Layout detail:
Scale bar: 20 um. Window x 5 to 55, y 5 to 55 um. Cells in gray, sequential cells in the stronger gray; small squares are vias.
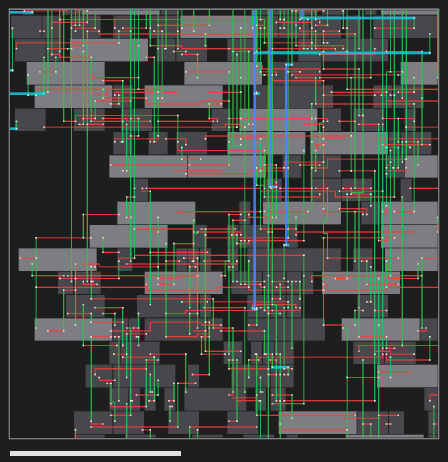
Placement view:
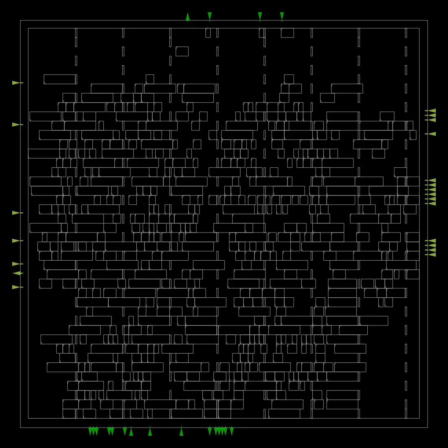
Cell classes on the final placement:
Fill, decap, tap and diode cells in gray.
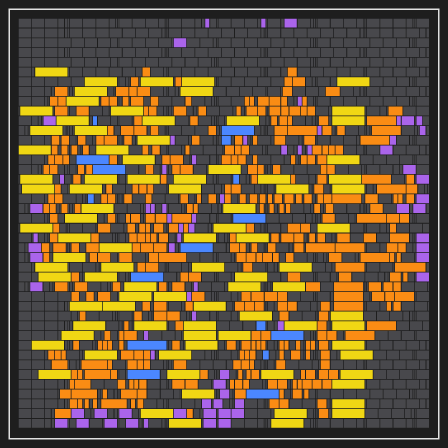
Sequential cells colored by netlist name:
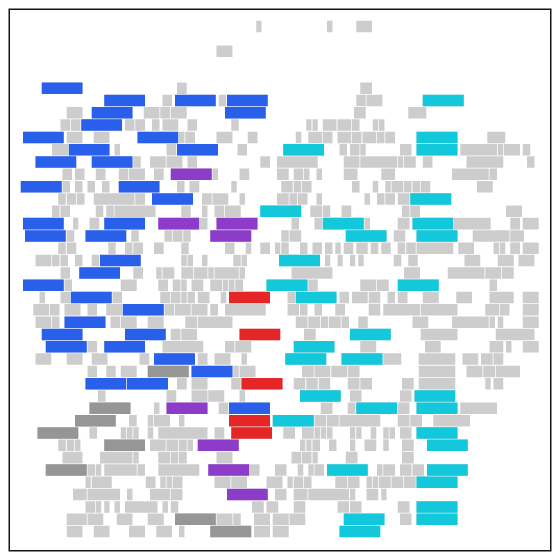
Design fpu_issue_sched, sky130hd; sources not shown.
==> metrics.cfg <==
[status]
run_status = finished with violations
violated_checks = max-capacitance violations, max-slew violations

[floorplan]
die_x_um = 119
dieArea_mm2 = 0.0142
num_io_pins = 40
floorplanUtilization_pct = 40.6
fp.dieH_um = 119

[synth]
synth.yosys.seq_area_share_pct = 41.4
ys_sh_aoi_pct = 11.9
yosysTopAreaCellShare_pct = 41.4
numSynthFlops = 88
netlist_top_cells_count = dfrtp_1, mux2i_1, nand2b_1, nor2b_1
yosysTopAreaCell = dfrtp_1
top_cells_by_area = dfrtp_1, mux2i_1, mux4_2
ys_sh_adder_pct = 2.45
yosys.stat.chipArea_mm2 = 0.00531
dominantRegCellSynth = dfrtp_1
syn-num-nets = 554
post_synthesis_average_cell_area_um2 = 10.2
netlist-cell-type-count = 50

[placed_design]
post-place-cells = 729
gpl.final_weighted_congestion = 0.918
pre_cts_slack_ns = 3.43

[final_timing]
slew_viol_final = 91
timing_hold_violations_final = 0
final-setup-viol-count = 0
hold_slack_ns = 0.420
timing.final.ws_setup_ns = 3.42
min_period_over_period_pct = 80.3

[layout]
post_layout_nonfiller_instances = 745
largest_register_ffs = 35
antenna_cells_inserted = 0
drive_gt1_share_pct = 9.84
area.growth.synth_to_final_pct = 15.9

[job]
maxCapViolations = 2

[grt]
gr-usage-met2_pct = 36.4
grtUsageMet3_pct = 2.97
grt_start_max_net_pins = 51
globalRouteMet1Util_pct = 30.5
initial_antenna_violation_count = 0

[critical_path]
crit_path_cell_trace = clkbuf_1 -> clkbuf_1 -> mux2i_1 -> o21ai_0 -> o32ai_1 -> a31o_2 -> nor4b_2 -> nand2_1 -> buf_2 -> inv_1 -> clkdlybuf4s50_1
cp-start-kind = input pin
max_stage_delay_ns = 0.57
slowest_cell_on_the_critical_path = clkbuf_1
crit_arrival_ns = 8.66
critPathRequiredTime_ns = 12.08
regToRegSetupSlack_ns = 14.10
r2r_cells = 9
critical_path.max_fanout = 10

[drt]
route.top_layer_used = met4
drcViolationCount = 0
detailroute.via_count = 4320
met1Wirelength_um = 6590
dr.first_iter.drc_count = 279
wirelength_um = 15500

[clocking]
cts.clk_slew.worst_paths_ns = 0.06
post_cts_resized = 0
clock_tree.buffer_depth = 2
tritoncts = yes
cts_inserted_buffers = 9
clk_root_buffer_cell = clkbuf_16
tritoncts_num_sinks = 88

[power_and_ir_drop]
irDropWorstVdd_v = 0.0000588
cellPowerDensity_mw_per_mm2 = 72.2
design_power_total_w = 0.000445

-- 'layout detail' (at the start) --
| layer | color |
|---|---|
| met1 | red |
| met3 | cyan |
| met4 | blue |
| met2 | green |
cells with their middle in the window: 127
sequential cells in the window: 24
most frequent: dfrtp_1 (24), mux2i_1 (19), nand2b_1 (16)

-- 'placement view' (at the start) --
Row Count: 42
tapcells inserted: 176
count of filler cells inserted in the layout: 1228
register share of the cell area: 35.8%
flip-flops: 88

-- 'cell classes on the final placement' (at the start) --
| class | color | cells | share of their area |
|---|---|---|---|
| all other logic | orange | 394 | 50% |
| flip-flops | yellow | 88 | 37% |
| other buffers and delay cells | purple | 71 | 8.3% |
| clock drivers and dummy loads | blue | 16 | 4.9% |
core area: 0.0131 mm2
post-route cell area: 0.00616 mm2
post-layout util: 47.1%

-- 'sequential cells colored by netlist name' (at the start) --
| signal | color | flops |
|---|---|---|
| `pend_chk` | cyan | 32 |
| `rd_q` | blue | 35 |
| `fp_q` | purple | 8 |
| `wb_rd` | red | 5 |
not colored: 8
Flop+latch power: 0.000207 W
area of all sequential standard cells: 0.00220 mm2

-- power breakdown --
| part | switching [W] | internal [W] |
|---|---|---|
| clock | 0.0000800 | 0.000111 |
| sequential | 0.00000107 | 0.000206 |
| combinational | 0.0000299 | 0.0000169 |
-- critical path, delay by kind of cell --
| kind | cells | cell delay [ns] |
|---|---|---|
| compound gates | 3 | 0.61 |
| buf+inv | 5 | 1.95 |
| simple gates | 2 | 0.49 |
| mux | 1 | 0.37 |
-- area by class of cell --
type | count | area [um2]
timing repair buffer | 33 | 324
clock inverter | 6 | 60.1
clock buffer | 10 | 229
buffer | 38 | 170
inverter | 24 | 91.3
tap | 176 | 220
fill | 1228 | 6930
multi-input combinational | 370 | 2860
sequential | 88 | 2200
Power figures rest on the tool's default switching activity, not on a simulated workload.
